`src/rtl/l7_loop_seq.sv`:
```
// l7_loop_seq: loop-nest sequencer for the layer-7 convolution datapath.
//
// On an accepted start the pass mode u is latched and the tap (k), input-channel (L),
// column (j) and row (R) counters are walked, innermost first, one step per cycle while
// step_en is high. Each issued step raises mac_en, plus acc_clr on the first MAC of an
// output pixel and the per-counter wrap pulses. The last MAC of each pixel (L_zero) is
// delayed PIPE cycles to produce wr_en.
//
// Ports:
//   clk, rst          clock; asynchronous active-low reset
//   start             one-cycle pass request, sampled only in IDLE
//   u                 pass mode, latched on accepted start (3 or 4 -> 3 taps, else 1)
//   step_en           datapath ready; low freezes the nest in RUN
//   k, L, j, R        current tap / input channel / column / row
//   k_zero .. R_zero  wrap pulses on an issued step
//   mac_en            MAC issue strobe
//   acc_clr           clear accumulator alongside this MAC
//   wr_en             write completed output pixel
//   busy              high from LOAD through DONE
//   done              one-cycle completion pulse
//
// Optional feature (macro L7_SEQ_PERF_EN): adds 16-bit saturating perf_cycles
// (RUN/DRAIN cycles) and perf_stalls (RUN cycles with step_en low).

module l7_loop_seq #(
    parameter int unsigned J_MAX = 13,
    parameter int unsigned L_MAX = 63,
    parameter int unsigned R_MAX = 5,
    parameter int unsigned PIPE  = 2,
    parameter int unsigned CW    = 8
) (
    input  logic          clk,
    input  logic          rst,
    input  logic          start,
    input  logic [2:0]    u,
    input  logic          step_en,
    output logic [1:0]    k,
    output logic [2:0]    R,
    output logic [CW-1:0] L,
    output logic [CW-1:0] j,
    output logic          k_zero,
    output logic          L_zero,
    output logic          j_zero,
    output logic          R_zero,
    output logic          mac_en,
    output logic          acc_clr,
    output logic          wr_en,
    output logic          busy,
`ifdef L7_SEQ_PERF_EN
    output logic [15:0]   perf_cycles,
    output logic [15:0]   perf_stalls,
`endif
    output logic          done
);

    localparam int unsigned DW = (PIPE > 1) ? $clog2(PIPE) : 1;

    typedef enum logic [2:0] {StIdle, StLoad, StRun, StDrain, StDone} state_e;

    state_e          state_q, state_d;
    logic [2:0]      u_q, u_d;
    logic [1:0]      k_q, k_d;
    logic [CW-1:0]   l_q, l_d;
    logic [CW-1:0]   j_q, j_d;
    logic [2:0]      r_q, r_d;
    logic [PIPE-1:0] pipe_q, pipe_d;
    logic [DW-1:0]   drain_q, drain_d;
    logic [1:0]      k_last;

    assign k_last = (u_q == 3'd3 || u_q == 3'd4) ? 2'd2 : 2'd0;

    always_ff @(posedge clk or negedge rst) begin
        if (!rst) begin
            state_q <= StIdle;
            u_q     <= '0;
            k_q     <= '0;
            l_q     <= '0;
            j_q     <= '0;
            r_q     <= '0;
            pipe_q  <= '0;
            drain_q <= '0;
        end else begin
            state_q <= state_d;
            u_q     <= u_d;
            k_q     <= k_d;
            l_q     <= l_d;
            j_q     <= j_d;
            r_q     <= r_d;
            pipe_q  <= pipe_d;
            drain_q <= drain_d;
        end
    end

    always_comb begin
        state_d = state_q;
        u_d     = u_q;
        k_d     = k_q;
        l_d     = l_q;
        j_d     = j_q;
        r_d     = r_q;
        drain_d = drain_q;
        mac_en  = 1'b0;
        k_zero  = 1'b0;
        L_zero  = 1'b0;
        j_zero  = 1'b0;
        R_zero  = 1'b0;
        acc_clr = 1'b0;
        busy    = (state_q != StIdle);
        done    = (state_q == StDone);

        unique case (state_q)
            StIdle: begin
                if (start) begin
                    u_d     = u;
                    state_d = StLoad;
                end
            end
            StLoad: begin
                k_d     = '0;
                l_d     = '0;
                j_d     = '0;
                r_d     = '0;
                state_d = StRun;
            end
            StRun: begin
                if (step_en) begin
                    mac_en  = 1'b1;
                    k_zero  = (k_q == k_last);
                    L_zero  = k_zero && (l_q == CW'(L_MAX));
                    j_zero  = L_zero && (j_q == CW'(J_MAX));
                    R_zero  = j_zero && (r_q == 3'(R_MAX));
                    acc_clr = (k_q == 2'd0) && (l_q == '0);
                    if (R_zero) begin
                        // Final step: counters keep their last values through DRAIN.
                        drain_d = '0;
                        state_d = StDrain;
                    end else begin
                        k_d = k_zero ? 2'd0 : k_q + 2'd1;
                        if (k_zero) l_d = L_zero ? '0 : l_q + 1'b1;
                        if (L_zero) j_d = j_zero ? '0 : j_q + 1'b1;
                        if (j_zero) r_d = r_q + 3'd1;
                    end
                end
            end
            StDrain: begin
                if (drain_q == DW'(PIPE - 1)) state_d = StDone;
                else                          drain_d = drain_q + 1'b1;
            end
            StDone: begin
                state_d = StIdle;
            end
            default: state_d = StIdle;
        endcase

        // Shifts every cycle, independent of step_en.
        pipe_d = PIPE'({pipe_q, L_zero});
    end

    assign k     = k_q;
    assign L     = l_q;
    assign j     = j_q;
    assign R     = r_q;
    assign wr_en = pipe_q[PIPE-1];

`ifdef L7_SEQ_PERF_EN
    logic [15:0] perf_cycles_q, perf_stalls_q;

    always_ff @(posedge clk or negedge rst) begin
        if (!rst) begin
            perf_cycles_q <= '0;
            perf_stalls_q <= '0;
        end else if (state_q == StLoad) begin
            perf_cycles_q <= '0;
            perf_stalls_q <= '0;
        end else begin
            if ((state_q == StRun || state_q == StDrain) && perf_cycles_q != 16'hFFFF) begin
                perf_cycles_q <= perf_cycles_q + 16'd1;
            end
            if (state_q == StRun && !step_en && perf_stalls_q != 16'hFFFF) begin
                perf_stalls_q <= perf_stalls_q + 16'd1;
            end
        end
    end

    assign perf_cycles = perf_cycles_q;
    assign perf_stalls = perf_stalls_q;
`endif

endmodule

```
`config.mk`:
```
export PLATFORM = sky130hd
export DESIGN_NAME = l7_loop_seq
export DESIGN_NICKNAME = d
export VERILOG_FILES = /design/src/rtl/l7_loop_seq.sv
export SDC_FILE = /design/constraint.sdc
export NUM_CORES = 1
export LEC_CHECK = 0
export CORE_ASPECT_RATIO = 1.5
export CORE_MARGIN = 10
export CORE_UTILIZATION = 45
export DETAILED_ROUTE_END_ITERATION = 7
export DONT_BUFFER_PORTS = 1
export PLACE_DENSITY = 0.67
export SYNTH_ARGS = -nofsm -noshare
export SYNTH_HDL_FRONTEND = slang
export SYNTH_SLANG_ARGS = --single-unit
```
`constraint.sdc`:
```
create_clock -name clk -period 2.7 [get_ports clk]
set_input_delay 0.54 -clock clk [delete_from_list [all_inputs] [get_ports clk]]
set_output_delay 0.54 -clock clk [all_outputs]
set_load 0.01 [all_outputs]
```
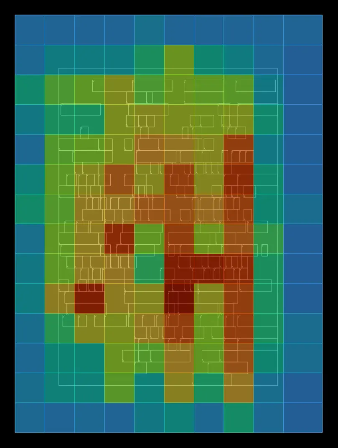
run_1/congestion.png
GR Util met2: 22.90%
WL/cell: 19.18 um
GR peak layer: met2

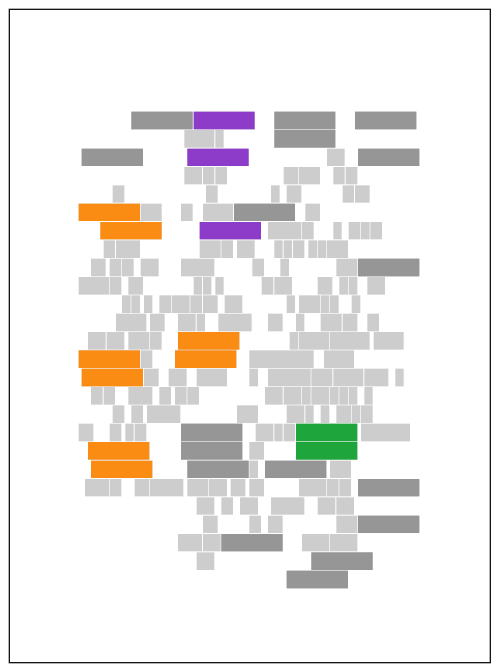
run_1/flops_by_reg.png
Other sequential cells in the stronger gray, the rest of the logic in the fainter gray.
color	netlist name	sequential cells
orange	j	8
green	k	2
purple	R	3
not colored	17

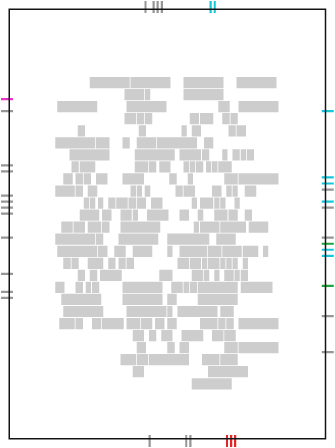
run_1/io_placement.png
Pins as bars across the die edge, other pins in gray.
color	port	pins	direction	edge
red	u	3	input	bottom
green	k	2	output	right
magenta	clk	1	input	left
cyan	L	8	output	6 right, 2 top

==> summary.rpt, run 1 <==
PHYSICAL IMPLEMENTATION REPORT
----------------------------------------------------
[Timing]
  Actual slew at the worst max-slew pin ........................ about 0.55 ns
  Total negative slack ........................ 0 ns
  Maximum clock frequency ........................ 391.7 MHz
  Fin Clk Skew ........................ between 0.007 and 0.008 ns
  Setup repair after global routing missed its margin ........................ no
  Worst-case headroom to the max-slew limit ........................ about 63%

[Logic synthesis]
  Area share of the largest cell type after synthesis ........................ 42.61%
  Proportion of synthesized flip-flops having asynchronous set or reset ........................ 100.0%
  Number of standard cells reported by yosys ........................ around 190

[Global route]
  Pin count of the biggest net entering global routing ........................ 31
  Grt ovf ........................ 0
  Met1 track utilization from global routing ........................ roughly an eighth

[Cells and area]
  Cell kind with the greatest summed area ........................ multi-input combinational cells
  Share of cell area taken by flip-flops and latches ........................ roughly two fifths
  Sequential cells ........................ 30
  Final core utilization ........................ about 52%

[Detailed routing]
  Pre-antenna DRT Iters ........................ 5

[Worst setup path]
  Worst EP required ........................ around 2.2 ns
  Largest stage delay, worst path ........................ between 0.3 and 0.4 ns

[Clock network]
  Total of hold buffers inserted after clock tree synthesis ........................ 1
  Setup fix buffers added after clock tree synthesis ........................ 0

[Power and ir drop]
  Maximum resistive drop on vdd ........................ between 0.3 and 0.4 mV

[Placement]
  Placed wire-length estimate after detailed placement ........................ about 3400 um

[Die]
  Fp_density ........................ a little under half

[Run status]
  Status ........................ complete, no violations

----------------------------------------------------
## Run 2: what changed since run 1
CAP_MARGIN = 10   (was unset)
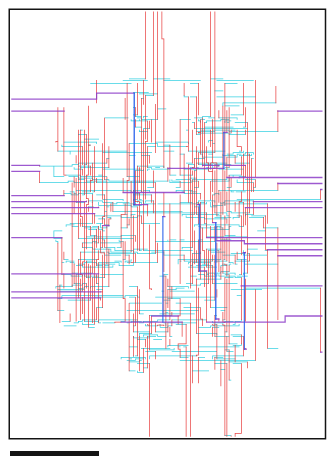
run_2/wires.png
The bar under the picture is 20 um long.
color	layer	wire length
purple	metal 3	446 um
red	metal 2	2300 um
cyan	metal 1	1630 um
blue	metal 4	116 um

==> run 2 against run 1 <==
Critical endpoint unchanged. Setup slack unchanged. Global-route usage unchanged. Clock-buffer cell count unchanged. Sequential share of layout area unchanged. Via count unchanged. Synthesized area unchanged. Core utilization unchanged. Largest power group unchanged. Die size unchanged. Total power unchanged. Cell area unchanged. Register-to-register slack about the same. First-iteration DRC count unchanged.
==> summary.rpt, run 2 <==
PHYSICAL IMPLEMENTATION REPORT
----------------------------------------------------
[Run status]
  Status ........................ complete, no violations

[Logic synthesis]
  Proportion of synthesized flip-flops having asynchronous set or reset ........................ 100.0% (unchanged)
  Number of standard cells reported by yosys ........................ 185 (unchanged)
  Area share of the largest cell type after synthesis ........................ 42.61% (unchanged)

[Global route]
  GR peak layer ........................ met2
  Met1 track utilization from global routing ........................ 12.97% (unchanged)
  GR Util met2 ........................ 22.90% (unchanged)
  Grt ovf ........................ 0 (unchanged)
  Pin count of the biggest net entering global routing ........................ 31 (unchanged)

[Timing]
  Setup repair after global routing missed its margin ........................ no
  Maximum clock frequency ........................ 391.7 MHz (unchanged)
  Worst-case headroom to the max-slew limit ........................ 63.27% (unchanged)

[Cells and area]
  Cell kind with the greatest summed area ........................ multi-input combinational cells
  Share of cell area taken by flip-flops and latches ........................ 39.06% (unchanged)
  Final core utilization ........................ 51.72% (unchanged)

[Detailed routing]
  Pre-antenna DRT Iters ........................ 5 (unchanged)
  WL/cell ........................ 19.18 um (unchanged)

[Worst setup path]
  Largest stage delay, worst path ........................ 0.39 ns (about the same)

[Clock network]
  Total of hold buffers inserted after clock tree synthesis ........................ 1 (unchanged)
  Setup fix buffers added after clock tree synthesis ........................ 0 (unchanged)

[Die]
  Fp_density ........................ 47.41% (unchanged)

----------------------------------------------------
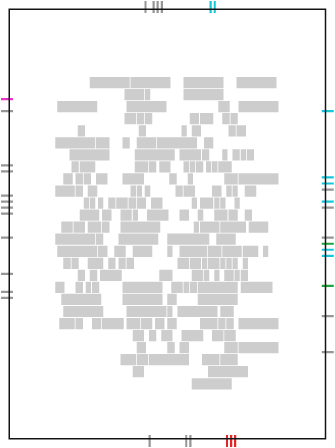
run_2/io_placement.png
Pins as bars across the die edge, other pins in gray.
color	port	pins	direction	edge
magenta	clk	1	input	left
green	k	2	output	right
red	u	3	input	bottom
cyan	L	8	output	6 right, 2 top
all pins by edge	13 right, 12 left, 6 top, 6 bottom

## Run 3: what changed since run 2
HOLD_SLACK_MARGIN = 0.1   (was unset)
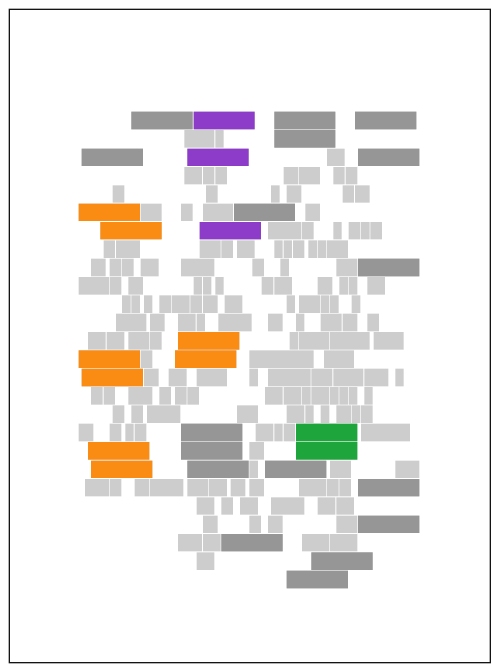
run_3/flops_by_reg.png
Other sequential cells in the stronger gray, the rest of the logic in the fainter gray.
color	netlist name	sequential cells
purple	R	3
orange	j	8
green	k	2

==> run 3 against run 2 <==
Sequential power about the same. Clock power about the same. Flip-flop count unchanged. Register-to-register slack about the same. Via count down 0.14%. Global-route usage about the same. First-iteration DRC count down 6.9%. Routed wire length down 0.13%. Total power up 0.12%. Maximum frequency about the same. Synthesized cell count unchanged. Critical path type unchanged. Critical endpoint unchanged. Largest cell class unchanged. Largest power group unchanged.
==> summary.rpt, run 3 <==
PHYSICAL IMPLEMENTATION REPORT
----------------------------------------------------
[Global route]
  GR Util met2 ........................ 22.90% (unchanged)
  GR peak layer ........................ met2
  Number of antenna violations at the first check in global routing ........................ 0
  Met1 track utilization from global routing ........................ 12.99% (+0.023 points)
  Met3 capacity usage during global routing ........................ between 6 and 7%
  Pin count of the biggest net entering global routing ........................ 31 (unchanged)
  Grt ovf ........................ 0 (unchanged)

[Worst setup path]
  Flop2flop setup slack ........................ approximately 0.45 ns
  CP endpoint kind ........................ primary output
  Largest stage delay, worst path ........................ 0.39 ns (about the same)
  Critical path origin ........................ u_q[1]

[Cells and area]
  Most instantiated logic cell after routing ........................ dfrtp_1
  Cell kind with the greatest summed area ........................ multi-input combinational cells
  Non-clock buffer area fraction after layout ........................ under 10%
  FF+latch area ........................ 750.7 um2
  Number of clock-tree buffers in the layout ........................ 7
  Final core utilization ........................ 51.99% (+0.27 points)
  Fill cells ........................ around 360
  Share of cell area taken by flip-flops and latches ........................ 38.86% (-0.20 points)

[Detailed routing]
  Number of remaining DRC errors ........................ 0
  Per-cell via count in the routed design ........................ 6.191
  WL/cell ........................ 19.08 um (-0.56%)
  Pre-antenna DRT Iters ........................ 5 (unchanged)
  Total Wirelength ........................ about 4500 um
  Metal-1 WL ........................ roughly 1600 um

[Clock network]
  TritonCTS Buffers ........................ 5
  Total of hold buffers inserted after clock tree synthesis ........................ 2 (+1)
  Number of sinks on the clock net ........................ 30
  TritonCTS clock tree ........................ built
  Setup fix buffers added after clock tree synthesis ........................ 0 (unchanged)
  Clock tree buffer depth ........................ 2

[Timing]
  Final Setup Violations ........................ 0
  Setup repair after global routing missed its margin ........................ no
  Worst-case headroom to the max-slew limit ........................ 63.28% (about the same)
  Total negative slack ........................ 0 ns
  Maximum clock frequency ........................ 391.6 MHz (about the same)

[Logic synthesis]
  Proportion of synthesized flip-flops having asynchronous set or reset ........................ 100.0% (unchanged)
  Area share of the largest cell type after synthesis ........................ 42.61% (unchanged)
  Area fraction in full adders, half adders and majority gates ........................ 4.972%
  Post-synth net total ........................ a little under 200
  Number of standard cells reported by yosys ........................ 185 (unchanged)

[Power and ir drop]
  Maximum resistive drop on vdd ........................ between 0.3 and 0.4 mV
  Combinational logic power ........................ 362 uW

[Die]
  Fp_density ........................ 47.41% (unchanged)

[Min path]
  Worst min-delay path startpoint ........................ pipe_q[0]

[Run status]
  Status ........................ complete, no violations

----------------------------------------------------
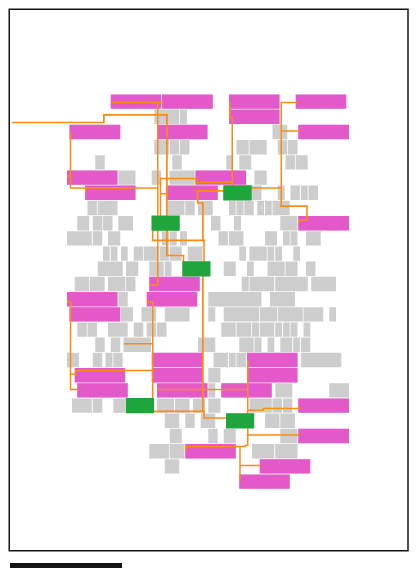
run_3/clk_routes.png
The bar under the picture is 20 um long.
[orange] clock wires | length: 423 um
[magenta] flip-flops | count: 30
[green] clock drivers | count: 5
routed clock nets	6

Power is estimated from default activity; no workload was simulated.
